Figure 1. Signal wires on met1.
The bar under the picture is 20 microns long.
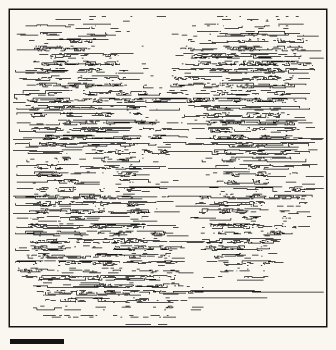
Figure 2. Signal wires on met2.
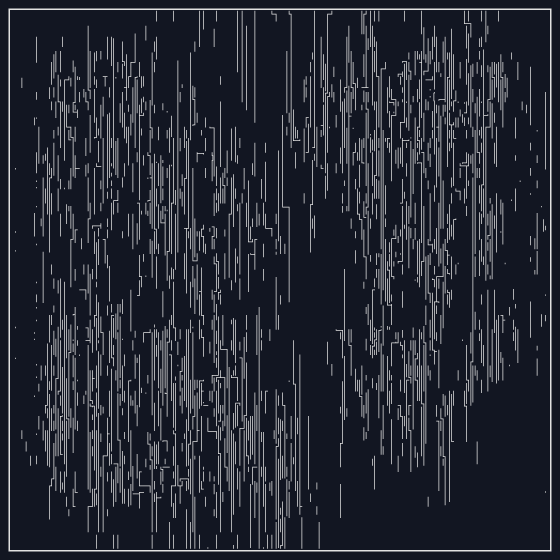
Figure 3. Signal wires on met3.
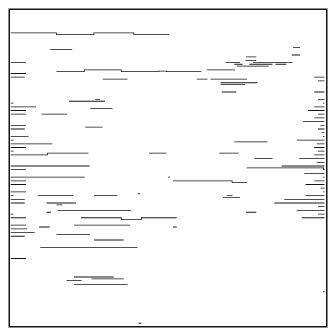
--- src/rtl/ysyx_23060136_pipe_ctrl.sv ---
// Pipeline sequencing controller: stall/flush arbitration for PC and segment
// registers, halt FSM with MEM bus-timeout watchdog, and performance counters.
module ysyx_23060136_pipe_ctrl #(
  parameter int CNT_W       = 32,
  parameter int MEM_TIMEOUT = 1023
) (
  input  logic             clk,
  input  logic             rst,
  input  logic             IFU_o_valid,
  input  logic             ID_load_use,
  input  logic             EXU_o_branch_taken,
  input  logic             MEM_o_req,
  input  logic             MEM_i_done,
  input  logic             WB_i_commit,
  input  logic             WB_i_system_halt,
  output logic             FORWARD_stallIF,
  output logic             FORWARD_stallID,
  output logic             FORWARD_stallEX,
  output logic             FORWARD_stallME,
  output logic             FORWARD_stallWB,
  output logic             FORWARD_flushIF,
  output logic             FORWARD_flushID,
  output logic             FORWARD_flushEX,
  output logic             FORWARD_flushME,
  output logic             halted,
  output logic             bus_err,
  output logic [CNT_W-1:0] cyc_cnt,
  output logic [CNT_W-1:0] inst_cnt,
  output logic [CNT_W-1:0] stall_cnt
);

  localparam int                WAIT_W    = $clog2(MEM_TIMEOUT + 1);
  localparam logic [WAIT_W-1:0] WAIT_LAST = WAIT_W'(MEM_TIMEOUT - 1);
  localparam logic [WAIT_W-1:0] WAIT_MAX  = WAIT_W'(MEM_TIMEOUT);

  typedef enum logic [1:0] {
    S_RUN,
    S_MEM_WAIT,
    S_HALT
  } state_e;

  state_e            state_q;
  logic [WAIT_W-1:0] wait_q;
  logic              bus_err_q;
  logic [CNT_W-1:0]  cyc_q, cyc_d;
  logic [CNT_W-1:0]  inst_q, inst_d;
  logic [CNT_W-1:0]  stall_q, stall_d;

  logic              in_halt;
  logic              bus_wait;
  logic              halt_commit;
  logic              count_en;
  logic [4:0]        stall_vec;   // {IF, ID, EX, ME, WB}
  logic [3:0]        flush_vec;   // {IF, ID, EX, ME}

  assign in_halt     = (state_q == S_HALT);
  assign halt_commit = WB_i_commit && WB_i_system_halt;

  // A request answered in its own cycle never stalls; only an outstanding one does.
  assign bus_wait = ((state_q == S_MEM_WAIT) && !MEM_i_done) ||
                    ((state_q == S_RUN) && MEM_o_req && !MEM_i_done);

  // NOTE: every output gets a default before the priority chain so no latch is inferred.
  always_comb begin
    stall_vec = 5'b00000;
    flush_vec = 4'b0000;
    if (in_halt) begin
      stall_vec = 5'b11111;
    end else if (rst) begin
      stall_vec = 5'b00000;
    end else if (bus_wait) begin
      stall_vec = 5'b11111;
    end else if (EXU_o_branch_taken) begin
      flush_vec = 4'b1100;
    end else if (ID_load_use) begin
      stall_vec = 5'b11000;
      flush_vec = 4'b0100;
    end else if (!IFU_o_valid) begin
      stall_vec = 5'b10000;
      flush_vec = 4'b1000;
    end
  end

  assign {FORWARD_stallIF, FORWARD_stallID, FORWARD_stallEX,
          FORWARD_stallME, FORWARD_stallWB} = stall_vec;
  assign {FORWARD_flushIF, FORWARD_flushID,
          FORWARD_flushEX, FORWARD_flushME} = flush_vec;

  // NOTE: sequential state uses non-blocking assignments so all registers update together.
  always_ff @(posedge clk) begin
    if (rst) begin
      state_q   <= S_RUN;
      wait_q    <= '0;
      bus_err_q <= 1'b0;
    end else begin
      unique case (state_q)
        S_RUN: begin
          if (halt_commit) begin
            state_q <= S_HALT;
          end else if (MEM_o_req && !MEM_i_done) begin
            state_q <= S_MEM_WAIT;
            wait_q  <= '0;
          end
        end
        S_MEM_WAIT: begin
          if (MEM_i_done) begin
            state_q <= S_RUN;
          end else if (wait_q == WAIT_LAST) begin
            state_q   <= S_HALT;
            bus_err_q <= 1'b1;
          end else if (wait_q != WAIT_MAX) begin
            wait_q <= wait_q + 1'b1;
          end
        end
        S_HALT: state_q <= S_HALT;
        default: state_q <= S_RUN;
      endcase
    end
  end

  // Counters freeze in HALT and during reset; retires are counted even under a bus wait.
  assign count_en = !rst && !in_halt;
  assign cyc_d    = count_en ? cyc_q + CNT_W'(1) : cyc_q;
  assign inst_d   = (count_en && WB_i_commit) ? inst_q + CNT_W'(1) : inst_q;
  assign stall_d  = (count_en && stall_vec[4]) ? stall_q + CNT_W'(1) : stall_q;

  always_ff @(posedge clk) begin
    if (rst) begin
      cyc_q   <= '0;
      inst_q  <= '0;
      stall_q <= '0;
    end else begin
      cyc_q   <= cyc_d;
      inst_q  <= inst_d;
      stall_q <= stall_d;
    end
  end

  assign halted    = in_halt;
  assign bus_err   = bus_err_q;
  assign cyc_cnt   = cyc_q;
  assign inst_cnt  = inst_q;
  assign stall_cnt = stall_q;

endmodule

--- config.mk ---
export PLATFORM = sky130hd
export DESIGN_NAME = ysyx_23060136_pipe_ctrl
export DESIGN_NICKNAME = d
export VERILOG_FILES = /design/src/rtl/ysyx_23060136_pipe_ctrl.sv
export SDC_FILE = /design/constraint.sdc
export NUM_CORES = 1
export LEC_CHECK = 0
export ABC_AREA = 1
export CAP_MARGIN = 15
export CORE_MARGIN = 1.5
export CORE_UTILIZATION = 47
export CTS_CLUSTER_SIZE = 12
export DETAILED_ROUTE_END_ITERATION = 16
export GPL_ROUTABILITY_DRIVEN = 0
export GPL_TIMING_DRIVEN = 0
export HOLD_SLACK_MARGIN = 0.1
export PLACE_DENSITY = 0.81
export REMOVE_ABC_BUFFERS = 1
export SYNTH_ARGS = -nofsm -noshare
export SYNTH_HDL_FRONTEND = slang
export SYNTH_SLANG_ARGS = --single-unit
export TNS_END_PERCENT = 30
--- constraint.sdc ---
create_clock -name clk -period 5.26 [get_ports clk]
set_input_delay 1.315 -clock clk [delete_from_list [all_inputs] [get_ports clk]]
set_output_delay 1.315 -clock clk [all_outputs]
set_load 0.05 [all_outputs]
==> reports/metrics.cfg <==
[final_layout]
nNetsFinal = 1082

[power_and_ir_drop]
ir_drop_v = 0.0001658

[synthesis]
ys_area_sq_um = 6018
yosys_cells = 963
ys_sh_adder_pct = 1.040
synth_cells = 963
yosysTopAreaCell = dfxtp_1
topCombFamilyByArea = simple AND/OR/NAND/NOR gates
ys_sh_aoi_pct = 8.815

[outcome]
status = finished, final reports clean

[global_route]
overflow = 0

[placement]
port_buffers = 113
dp_hpwl_microns = 11300

[clocking]
cts_resized = 0
postCtsSetupBuffers = 0
cts_hold_buf = 0
cts.clk_slew.worst_paths_ns = 0.06

[setup_path]
reg2reg_to = inst_cnt[19]

[floorplanning]
dieWidth_microns = 116.2
chipArea_sq_um = 13490

[sta]
slew_violations = 0
worstMarginPinSlew_ns = 0.7621
final.period_utilization_pct = 96.62

[routing]
vias_per_cell = 5.019

-- Figure 1 (at the start) --
share of all routed wire: 47%
nets with wire on the layer: 994
longest straight run: 56.1 microns
main direction: horizontal
wire length on this layer: 7210 microns

-- Figure 2 (at the start) --
wire length on this layer: 7070 microns
main direction: vertical
share of all routed wire: 46%
longest straight run: 51.8 microns

-- Figure 3 (at the start) --
main direction: horizontal
wire length on this layer: 1000 microns
share of all routed wire: 6.5%

layout by cell type, fill, tap and decap left out:
| cell | synthesis | final |
|---|---|---|
| inv_4 | 1 | 1 |
| o21ai_0 | 33 | 33 |
| nand4_1 | 24 | 24 |
| nor2_1 | 204 | 204 |
| inv_1 | 108 | 108 |
| a31oi_1 | 4 | 4 |
| a21oi_1 | 53 | 53 |
| a31o_2 | 1 | 1 |
| clkdlybuf4s50_1 | 0 | 112 |
| nand2_4 | 2 | 2 |
| o21bai_1 | 2 | 2 |
| clkinv_1 | 1 | 1 |
| bufinv_16 | 0 | 1 |
| dfxtp_1 | 109 | 109 |
| nor3_2 | 2 | 2 |
| a21boi_0 | 1 | 1 |
| clkbuf_8 | 0 | 2 |
| nand3_4 | 2 | 2 |
| xor2_1 | 8 | 8 |
| nor3b_1 | 4 | 4 |
| nor2_4 | 6 | 6 |
| nor2_2 | 6 | 6 |
| clkinv_2 | 0 | 2 |
| o21ai_1 | 1 | 1 |
| inv_2 | 2 | 2 |
| nand2_1 | 253 | 253 |
| buf_16 | 0 | 1 |
| xnor2_1 | 5 | 5 |
| o21a_1 | 4 | 4 |
| ha_1 | 5 | 5 |
| nand3_1 | 65 | 65 |
| buf_2 | 3 | 1 |
| and3_1 | 4 | 4 |
| a2bb2oi_1 | 1 | 1 |
| conb_1 | 1 | 2 |
| nand2_2 | 3 | 3 |
| clkinvlp_4 | 0 | 1 |
| nor3_1 | 27 | 27 |
| clkbuf_16 | 0 | 9 |
stage by stage:
stage | power [mW] | util (%) | hold slack, ns | TNS, ns
floorplan | 0.9603 | - | 0.4301 | -3.801
global placement | 1.013 | 57.67 | 0.4392 | -7.533
detailed placement | 1.017 | 57.85 | 0.4454 | 0
CTS | 1.711 | 60.24 | 0.4557 | 0
global route | 1.752 | 60.24 | 0.4805 | 0
finish | 1.695 | 60.24 | 0.4530 | 0
synthesized netlist by cell type, drive strengths merged:
cell type  instances
nand4             24
and3               4
a31o               1
a31oi              4
nand3             67
buf               12
a21boi             1
clkbuf             9
dfxtp            109
clkinv             1
conb               1
o21bai             2
nor2             216
inv              111
a21oi             53
o21a               4
ha                 5
xnor2              5
nand2            258
o21ai             34
nor3b              4
nor3              29
a2bb2oi            1
xor2               8
power by group:
group	switching, mW	total [mW]	internal [mW]	leakage [nW]
Clock	0.306	0.697	0.391	0.147
Sequential	0.00915	0.841	0.832	0.879
Combinational	0.111	0.156	0.0457	1.66
Total	0.426	1.69	1.27	2.69
state kept, by name, indices dropped and copies added (netlist names):
name / flops
stall_cnt: 32
wait_q: 10
state_q: 2
inst_cnt: 32
cyc_cnt: 32
bus_err: 1
metal layers:
metal | global-route usage (%) | wire length [microns] | vias up
li1 | - | - | 3264
met3 | 5.449 | 1003 | 13
met5 | 0 | 0 | -
met4 | 6.585 | 159 | 0
met1 | 30.23 | 7211 | 2796
met2 | 39.92 | 7067 | 171
layout make-up:
class / instances / area (sq um)
Fill cell: 1217 / 4997
Multi-Input combinational cell: 722 / 3297
Sequential cell: 109 / 2182
Timing Repair Buffer: 114 / 1154
Inverter: 112 / 422.9
Clock buffer: 11 / 252.7
Tap cell: 172 / 215.2
Clock inverter: 4 / 47.55
Power figures rest on the tool's default switching activity, not on a simulated workload.
